## config.mk

```make
export PLATFORM = sky130hd
export DESIGN_NAME = axil_master_arbiter
export DESIGN_NICKNAME = d
export VERILOG_FILES = /design/src/rtl/axil_master_arbiter.sv
export SDC_FILE = /design/constraint.sdc
export NUM_CORES = 1
export LEC_CHECK = 0
export CAP_MARGIN = 25
export CORE_AREA = 2 2 172 174
export DETAILED_ROUTE_END_ITERATION = 8
export DIE_AREA = 0 0 174 176
export GPL_TIMING_DRIVEN = 0
export HOLD_SLACK_MARGIN = 0.05
export PLACE_DENSITY = 0.83
export RECOVER_POWER = 50
export SLEW_MARGIN = 40
export SYNTH_ARGS = -nofsm -noshare
export SYNTH_HDL_FRONTEND = slang
export SYNTH_SLANG_ARGS = --single-unit
```

## constraint.sdc

```tcl
create_clock -name aclk -period 2.2 [get_ports aclk]
set_input_delay 0.33 -clock aclk [delete_from_list [all_inputs] [get_ports aclk]]
set_output_delay 0.33 -clock aclk [all_outputs]
set_load 0.01 [all_outputs]
```

## src/rtl/axil_master_arbiter.sv

```systemverilog
// Round-robin arbiter sharing one AXI-Lite master user interface among NUM_REQ requesters,
// one transaction in flight, with a watchdog that aborts hung transfers with SLVERR.
module axil_master_arbiter #(
    parameter int unsigned NUM_REQ        = 4,
    parameter int unsigned AXI_ADDR_WIDTH = 32,
    parameter int unsigned AXI_DATA_WIDTH = 32,
    parameter int unsigned TIMEOUT_CYCLES = 256
) (
    input  logic                                aclk,
    input  logic                                aresetn,
    input  logic [NUM_REQ-1:0]                  req_valid,
    input  logic [NUM_REQ-1:0]                  req_write,
    input  logic [NUM_REQ*AXI_ADDR_WIDTH-1:0]   req_addr,
    input  logic [NUM_REQ*AXI_DATA_WIDTH-1:0]   req_wdata,
    output logic [NUM_REQ-1:0]                  req_ready,
    output logic [NUM_REQ-1:0]                  rsp_valid,
    output logic [AXI_DATA_WIDTH-1:0]           rsp_rdata,
    output logic [1:0]                          rsp_error,
    output logic                                wr_valid,
    output logic [AXI_ADDR_WIDTH-1:0]           wr_addr,
    output logic [AXI_DATA_WIDTH-1:0]           wr_data,
    input  logic                                wr_ready,
    input  logic                                wr_done,
    input  logic [1:0]                          wr_error,
    output logic                                rd_valid,
    output logic [AXI_ADDR_WIDTH-1:0]           rd_addr,
    input  logic                                rd_ready,
    input  logic                                rd_done,
    input  logic [AXI_DATA_WIDTH-1:0]           rd_data,
    input  logic [1:0]                          rd_error
);

    localparam int unsigned GW = (NUM_REQ > 1) ? $clog2(NUM_REQ) : 1;
    localparam int unsigned TW = $clog2(TIMEOUT_CYCLES) + 1;

    typedef enum logic [2:0] {
        S_IDLE,
        S_ISSUE,
        S_WAIT,
        S_RESP,
        S_DRAIN
    } state_t;

    state_t                    state;
    logic [GW-1:0]             rr_ptr;
    logic [GW-1:0]             grant;
    logic [GW-1:0]             pick;
    logic [GW-1:0]             cand;
    logic                      any_req;
    logic                      lat_write;
    logic [AXI_ADDR_WIDTH-1:0] lat_addr;
    logic [AXI_DATA_WIDTH-1:0] lat_wdata;
    logic [TW-1:0]             timer;
    logic [TW-1:0]             timer_inc;
    logic                      timer_exp;
    logic                      abort;
    logic                      side_ready;
    logic                      side_done;
    logic [NUM_REQ-1:0]        pick_oh;
    logic [NUM_REQ-1:0]        grant_oh;
    logic [GW-1:0]             next_ptr;

    // First pending requester found scanning upward from rr_ptr with wrap-around.
    always_comb begin
        any_req = 1'b0;
        pick    = rr_ptr;
        cand    = '0;
        for (int unsigned i = 0; i < NUM_REQ; i++) begin
            cand = GW'((32'(rr_ptr) + i) % NUM_REQ);
            if (!any_req && req_valid[cand]) begin
                any_req = 1'b1;
                pick    = cand;
            end
        end
    end

    always_comb begin
        side_ready = lat_write ? wr_ready : rd_ready;
        side_done  = lat_write ? wr_done  : rd_done;
        pick_oh    = NUM_REQ'(1) << pick;
        grant_oh   = NUM_REQ'(1) << grant;
        next_ptr   = (grant == GW'(NUM_REQ - 1)) ? '0 : grant + 1'b1;
        timer_inc  = (timer == '1) ? timer : timer + 1'b1;
        timer_exp  = (timer == TW'(TIMEOUT_CYCLES - 1));
    end

    always_ff @(posedge aclk) begin
        if (!aresetn) begin
            state     <= S_IDLE;
            rr_ptr    <= '0;
            grant     <= '0;
            lat_write <= 1'b0;
            lat_addr  <= '0;
            lat_wdata <= '0;
            timer     <= '0;
            abort     <= 1'b0;
            req_ready <= '0;
            rsp_valid <= '0;
            rsp_rdata <= '0;
            rsp_error <= '0;
            wr_valid  <= 1'b0;
            wr_addr   <= '0;
            wr_data   <= '0;
            rd_valid  <= 1'b0;
            rd_addr   <= '0;
        end else begin
            req_ready <= '0;
            rsp_valid <= '0;
            wr_valid  <= 1'b0;
            rd_valid  <= 1'b0;
            case (state)
                S_IDLE: begin
                    if (any_req) begin
                        grant     <= pick;
                        lat_write <= req_write[pick];
                        lat_addr  <= req_addr[32'(pick)*AXI_ADDR_WIDTH +: AXI_ADDR_WIDTH];
                        lat_wdata <= req_wdata[32'(pick)*AXI_DATA_WIDTH +: AXI_DATA_WIDTH];
                        req_ready <= pick_oh;
                        timer     <= '0;
                        state     <= S_ISSUE;
                    end
                end
                S_ISSUE: begin
                    if (side_ready) begin
                        if (lat_write) begin
                            wr_valid <= 1'b1;
                            wr_addr  <= lat_addr;
                            wr_data  <= lat_wdata;
                        end else begin
                            rd_valid <= 1'b1;
                            rd_addr  <= lat_addr;
                        end
                        timer <= '0;
                        state <= S_WAIT;
                    end else if (timer_exp) begin
                        rsp_valid <= grant_oh;
                        rsp_error <= 2'b10;
                        rsp_rdata <= '0;
                        abort     <= 1'b1;
                        state     <= S_RESP;
                    end else begin
                        timer <= timer_inc;
                    end
                end
                // rsp_valid is raised on the WAIT exit edge so it is visible one cycle after done.
                S_WAIT: begin
                    if (side_done) begin
                        rsp_valid <= grant_oh;
                        rsp_rdata <= lat_write ? '0 : rd_data;
                        rsp_error <= lat_write ? wr_error : rd_error;
                        state     <= S_RESP;
                    end else if (timer_exp) begin
                        rsp_valid <= grant_oh;
                        rsp_error <= 2'b10;
                        rsp_rdata <= '0;
                        abort     <= 1'b1;
                        state     <= S_RESP;
                    end else begin
                        timer <= timer_inc;
                    end
                end
                S_RESP: begin
                    rr_ptr <= next_ptr;
                    state  <= abort ? S_DRAIN : S_IDLE;
                end
                S_DRAIN: begin
                    if (side_ready) begin
                        abort <= 1'b0;
                        state <= S_IDLE;
                    end
                end
                default: state <= S_IDLE;
            endcase
        end
    end

endmodule
```

Fig. 1: run 1, gate families picked out
Bar = 50 um.
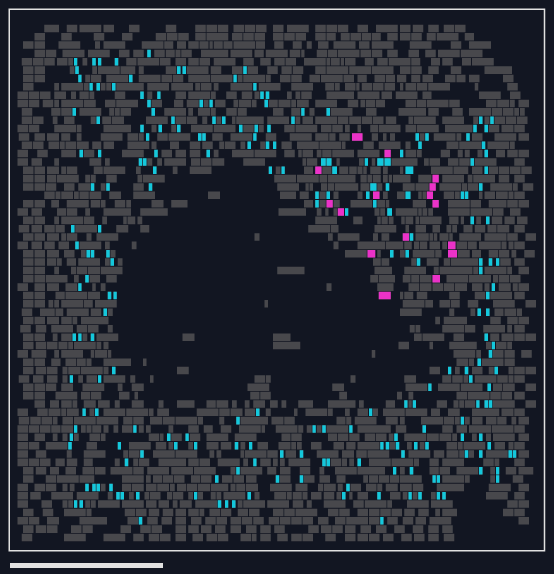
and/or cells: shown in magenta, cells 16, most used and3_1. nand cells: shown in cyan, cells 215, most used nand2_1, where spread over the die.
Final Instance Count excl. Fillers: 2,048
most common logic cell in the routed design: clkdlybuf4s50_1
Comb area share: 34.0%

Fig. 2: run 1, placement density heat map
17 x 18 tiles, from black (low) to pale yellow (high), 0 to 100% covered.
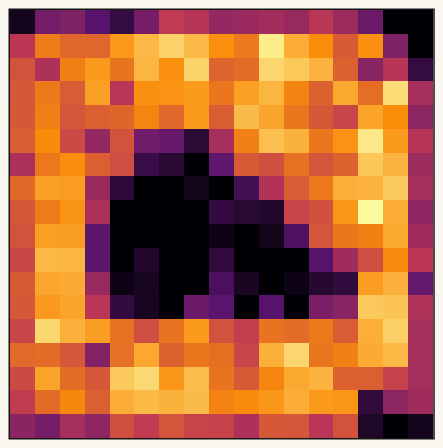
The emptiest ninth of the die: middle. The fullest tile reaches 99%. The densest ninth of the die: top middle. The mean over all tiles is 53%.

==> deck_impl_summary.md, run 1 <==
Physical Implementation Snapshot

Worst setup path
  – Critical R2R Capture: lat_addr[11]
  – Critical Setup Path Class: input port to register
  – Worst R2R Path Depth: 7
  – Crit path capture type: register
  – Worst reg-to-reg setup slack: 0.08 ns
  – Crit path launch type: input port
  – CP Capture Point: grant[0]
  – Slowest stage cell, crit path: clkdlybuf4s50_1
  – Worst endpoint required time: 2.60 ns
  – Cell Chain, Critical Path: clkdlybuf4s50_1 -> inv_1 -> clkbuf_2 -> clkbuf_2 -> buf_2 -> a21oi_1
  – CP top delay family: buffers and inverters

Synth
  – Distinct lib cells used: 45
  – Top comb family, area: AND-OR/OR-AND gates
  – Seq cells post-synth: 222
  – Simple Share, Synth: 11.4%
  – Post-synth EDFFs: 0
  – Area leader share: 42.4%
  – Count leader, synth: a21oi_1
  – Post-Synth AOI/OAI Area: 20.4%
  – Syn Inst Count: 1,167
  – XOR-XNOR Cells, Area Fraction: 0.418%
  – Mapped Area: 0.0105 sq mm
  – Synthesis warning total: 0

Clocking
  – CTS Buf Count: 26
  – Root buffer cell: clkbuf_16
  – CTS Sinks: 222
  – Post-CTS Hold Buffers: 0
  – Late-Pin Clk Latency: 0.53 ns
  – CTS H-tree lvls: 1

Pwr
  – Flop pwr share: about two fifths
  – Internal power: 8.12 mW
  – Comb. pwr: 2.48 mW
  – Group drawing the most power: sequential cells
  – Max IR drop VDD: 459 uV
  – Clock Power: 4.36 mW
  – Power Density: approximately 680 mW/mm^2
  – Total net switching power: 3.21 mW

Layout
  – Share of layout cells above drive strength 1: 12.7%
  – Final instance area: 0.0166 sq mm
  – Fill count: 2,494

Min path
  – Critical hold path startpoint: rd_data[26]
  – Hold path endpoint: rsp_rdata[26]
  – Worst hold path depth: 2

Die
  – Starting density of the core: a little under two fifths
  – Chip Area: 0.0306 sq mm

Timing
  – Fin crit share: approximately 98%
  – Clock Skew: 0.0133 ns
  – Final Critical Period: 2.16 ns
  – Hold Fails Final Rpt: 0
  – Final worst slack: 0.0401 ns
  – Slew at the pin with the worst max-slew slack: 0.767 ns
  – Setup TNS: 0 ns
  – # setup viols final: 0

Routing
  – Initial DRC Count: 592
  – Initial DRT Pass Iterations: 5
  – Met3 wire length: 3270 um
  – Vias per cell: 5.43
  – Max layer used: met4
  – Met2 WL: 21,600 um
  – DRT Wirelength: 43,300 um
  – Remaining DRCs: 0
  – M1 wire length: 16,900 um

GRT
  – All-Layer GR Usage: 26.8%
  – Met2 Use GR: a little under half
  – First-pass GRT wire length: about 64,000 um
  – Gr ovfl total: 0
  – M3 GR Usage: 5.49%
  – Antenna violations before repair: 0

Placed design
  – Placed insts: 1,996
  – HPWL Detailed: around 33,000 um
  – Place WS: -1.48 ns

Status
  – Outcome: complete, no violations

Flow run
  – Max-Cap Viols: 0
Fig. 3: run 1, placement view
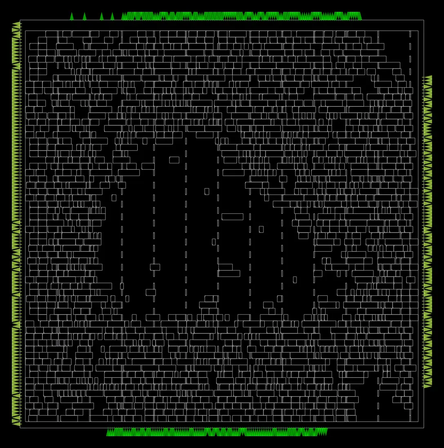
num sequential: 222
Core Area: 0.0285 sq mm

Fig. 4: run 1, port wiring
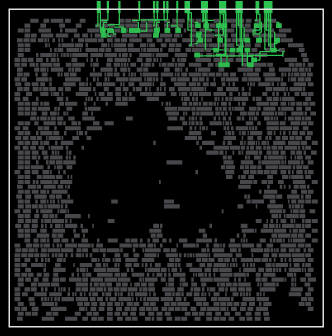
`rd_data`: shown in green, bits 32, direction input, edge top, end cells 32, buffers 32, wire 767 um.
io pins: 446
port bufs: 445

-- run 1: final cells by class --
| cell class | instances | area, sq um | share of cell area, % |
|---|---|---|---|
| timing repair buffer | 451 | 4510 | 27.1 |
| tap | 384 | 480 | 2.89 |
| clock buffer | 37 | 732 | 4.40 |
| sequential | 222 | 4440 | 26.7 |
| inverter | 5 | 18.8 | 0.113 |
| buffer | 101 | 668 | 4.01 |
| clock inverter | 11 | 131 | 0.789 |
| multi-input combinational | 837 | 5660 | 34.0 |
-- run 1: registers in the layout, indices dropped and copies added, names as in the netlist, 3 cells and up --
signal	flops
rsp_valid	4
state	3
lat_addr	32
rd_addr	32
req_ready	4
timer	9
wr_data	32
lat_wdata	32
wr_addr	32
rsp_rdata	32
==> run 2, diff against run 1 <==
Settings changed: CORE_AREA 2 2 172 174 to unset, CORE_MARGIN set to 4, CORE_UTILIZATION set to 39, DIE_AREA 0 0 174 176 to unset, PLACE_DENSITY 0.83 to 0.87.
Fig. 5: run 2, placement view
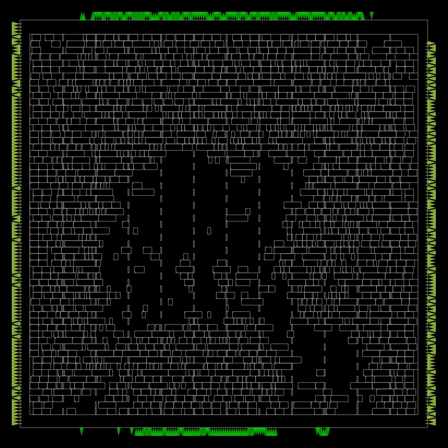
fill count: 2,106
Well Taps: 335

Fig. 6: run 2, port wiring
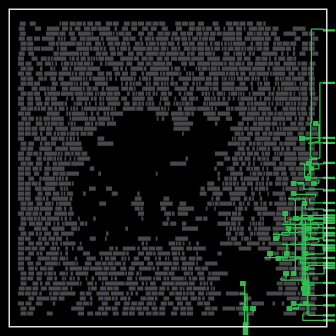
`rd_data`: shown in green, bits 32, direction input, edge 29 right, 3 bottom, end cells 32, buffers 32, wire 1,060 um.

==> run 2 against run 1 <==
- first-iteration DRC count is 43% higher
- core utilization is 4.8 points higher
- clock-buffer cell count is 6 lower
==> deck_impl_summary.md, run 2 <==
Physical Implementation Snapshot

Synth
  – Simple Share, Synth: 11.4% (unchanged)
  – XOR-XNOR Cells, Area Fraction: 0.418% (unchanged)
  – Post-Synth AOI/OAI Area: 20.4% (unchanged)
  – Synthesis warning total: 0 (unchanged)
  – Top comb family, area: AND-OR/OR-AND gates
  – Area leader share: 42.4% (unchanged)
  – Mapped Area: 0.0105 sq mm (unchanged)
  – Post-synth EDFFs: 0 (unchanged)
  – Seq cells post-synth: 222 (unchanged)
  – Main flop type: dfxtp_1
  – Syn Inst Count: 1,167 (unchanged)
  – Distinct lib cells used: 45 (unchanged)
  – Count leader, synth: a21oi_1

Die
  – Io pins: 446 (unchanged)
  – Starting density of the core: 39.9% (+3.2 points)
  – Chip Area: 0.0296 sq mm (-3.4%)
  – Core Area: 0.0263 sq mm (-7.9%)

Routing
  – Routed Antenna Nets: 0
  – DRT Wirelength: 43,200 um (-0.21%)
  – Met2 WL: 21,300 um (-1.4%)
  – Initial DRC Count: 844 (+43%)
  – Initial DRT Pass Iterations: 5 (unchanged)
  – Met3 wire length: 4270 um (+31%)
  – Remaining DRCs: 0 (unchanged)
  – M1 wire length: 16,000 um (-5.7%)
  – Vias per cell: 5.64 (+3.8%)
  – Max layer used: met5

Worst setup path
  – Cell Chain, Critical Path: dlygate4sd2_1 -> or4_1 -> buf_4 -> a21oi_4 -> buf_4 -> buf_6 -> buf_8 -> a21oi_1 -> mux2_2 -> o32ai_1
  – CP top delay family: buffers and inverters
  – Worst R2R Path Depth: 10 (+3)
  – Slowest stage cell, crit path: or4_1
  – Crit path launch type: input port
  – Worst endpoint required time: 2.63 ns (+0.03 ns)
  – Crit path capture type: register
  – Critical Setup Path Class: input port to register

GRT
  – Gr ovfl total: 0 (unchanged)
  – First-pass GRT wire length: 62,200 um (-2.9%)
  – Antenna violations before repair: 4 (+4)
  – Met2 Use GR: 47.7% (about the same)
  – All-Layer GR Usage: 26.9% (+0.089 points)

Placed design
  – RD Place Congestion: 0.870
  – HPWL Detailed: 32,700 um (+0.28%)
  – Placed insts: 1,947 (-2.5%)
  – Port bufs: 445 (unchanged)
  – Place WS: -1.36 ns (+0.125 ns)

Layout
  – FF+latch area: 0.00444 sq mm (unchanged)
  – Most common logic cell in the routed design: clkdlybuf4s50_1
  – Sequential cell area share: 26.8% (+0.12 points)
  – Largest cell class by area: multi-input combinational cells
  – Share of layout cells above drive strength 1: 12.3% (-0.37 points)
  – Logic Gate Count: 837 (unchanged)
  – Clock-cell share: 5.64% (+0.45 points)
  – Num sequential: 222 (unchanged)
  – Final instance area: 0.0166 sq mm (-0.43%)
  – Comb area share: 33.9% (-0.088 points)
  – Buffers, non-clock: 553 (+0.18%)
  – Clkbuf count: 31 (-16%)
  – Logic cell area: 0.00562 sq mm (-0.69%)
  – Signal buffers share of area: 31.0% (-0.14 points)
  – Non-clk invs: 5 (unchanged)
  – Final Instance Count excl. Fillers: 2,001 (-2.3%)

Pwr
  – Clock Power: 4.67 mW (+7.1%)
  – Final total power: 11.6 mW
  – Max IR drop VDD: 576 uV (+26%)
  – Power Density: 699 mW/mm^2 (+2.8%)
  – Clock power frac: 40.3%
  – Total net switching power: 3.22 mW (+0.33%)
  – Group drawing the most power: the clock network
  – Flop pwr share: 38.6% (-1.0 points)
  – Comb. pwr: 2.44 mW (-2%)

Clocking
  – CTS Sinks: 222 (unchanged)
  – Root buffer cell: clkbuf_16
  – CTS Buf Count: 26 (unchanged)
  – CTS H-tree lvls: 1 (unchanged)
  – Late-Pin Clk Latency: 0.53 ns (about the same)

Timing
  – Clock Skew: 0.0114 ns (-0.00186 ns)
  – Fin crit share: 100% (+1.8 points)
  – Final Critical Period: 2.20 ns (+0.0401 ns)
  – Slew at the pin with the worst max-slew slack: 0.669 ns (-0.0977 ns)
  – Setup TNS: 0 ns (unchanged)
  – # setup viols final: 0 (unchanged)
  – Hold Fails Final Rpt: 0 (unchanged)

Flow run
  – Max-Cap Viols: 0 (unchanged)

Min path
  – Critical hold path startpoint: rd_data[16]
  – Worst hold path depth: 2 (unchanged)

Status
  – Outcome: complete, no violations
run 2: cell counts after synthesis:
No cell type changed its count.
run 2: repair_timing:
item	4_1_cts	5_1_grt
cloned	1	0
pin swaps	2	2
endpoints found under the setup margin	198	184
setup buffers	5	1
gates resized	67	45
hold buffers	0	0
run 2: path summary, 6_finish.rpt:
check                                     end  slack [ns]
worst min-delay path            rsp_rdata[16]        0.40
worst min register to register    wr_addr[28]        0.45
worst max register to register   lat_addr[28]        0.07
worst max-delay path             lat_addr[28]     0.00002
run 2: worst reg2reg max path, stage by stage, from the launching register on:
cell and delay [ns]:
dfxtp_1 0.32, clkbuf_2 0.22, nor3_4 0.08, buf_4 0.15, a21oi_4 0.16, buf_4 0.16, buf_6 0.14, buf_8 0.16
a21oi_1 0.10, mux2_2 0.29, o32ai_1 0.25
Power is estimated from default activity; no workload was simulated.
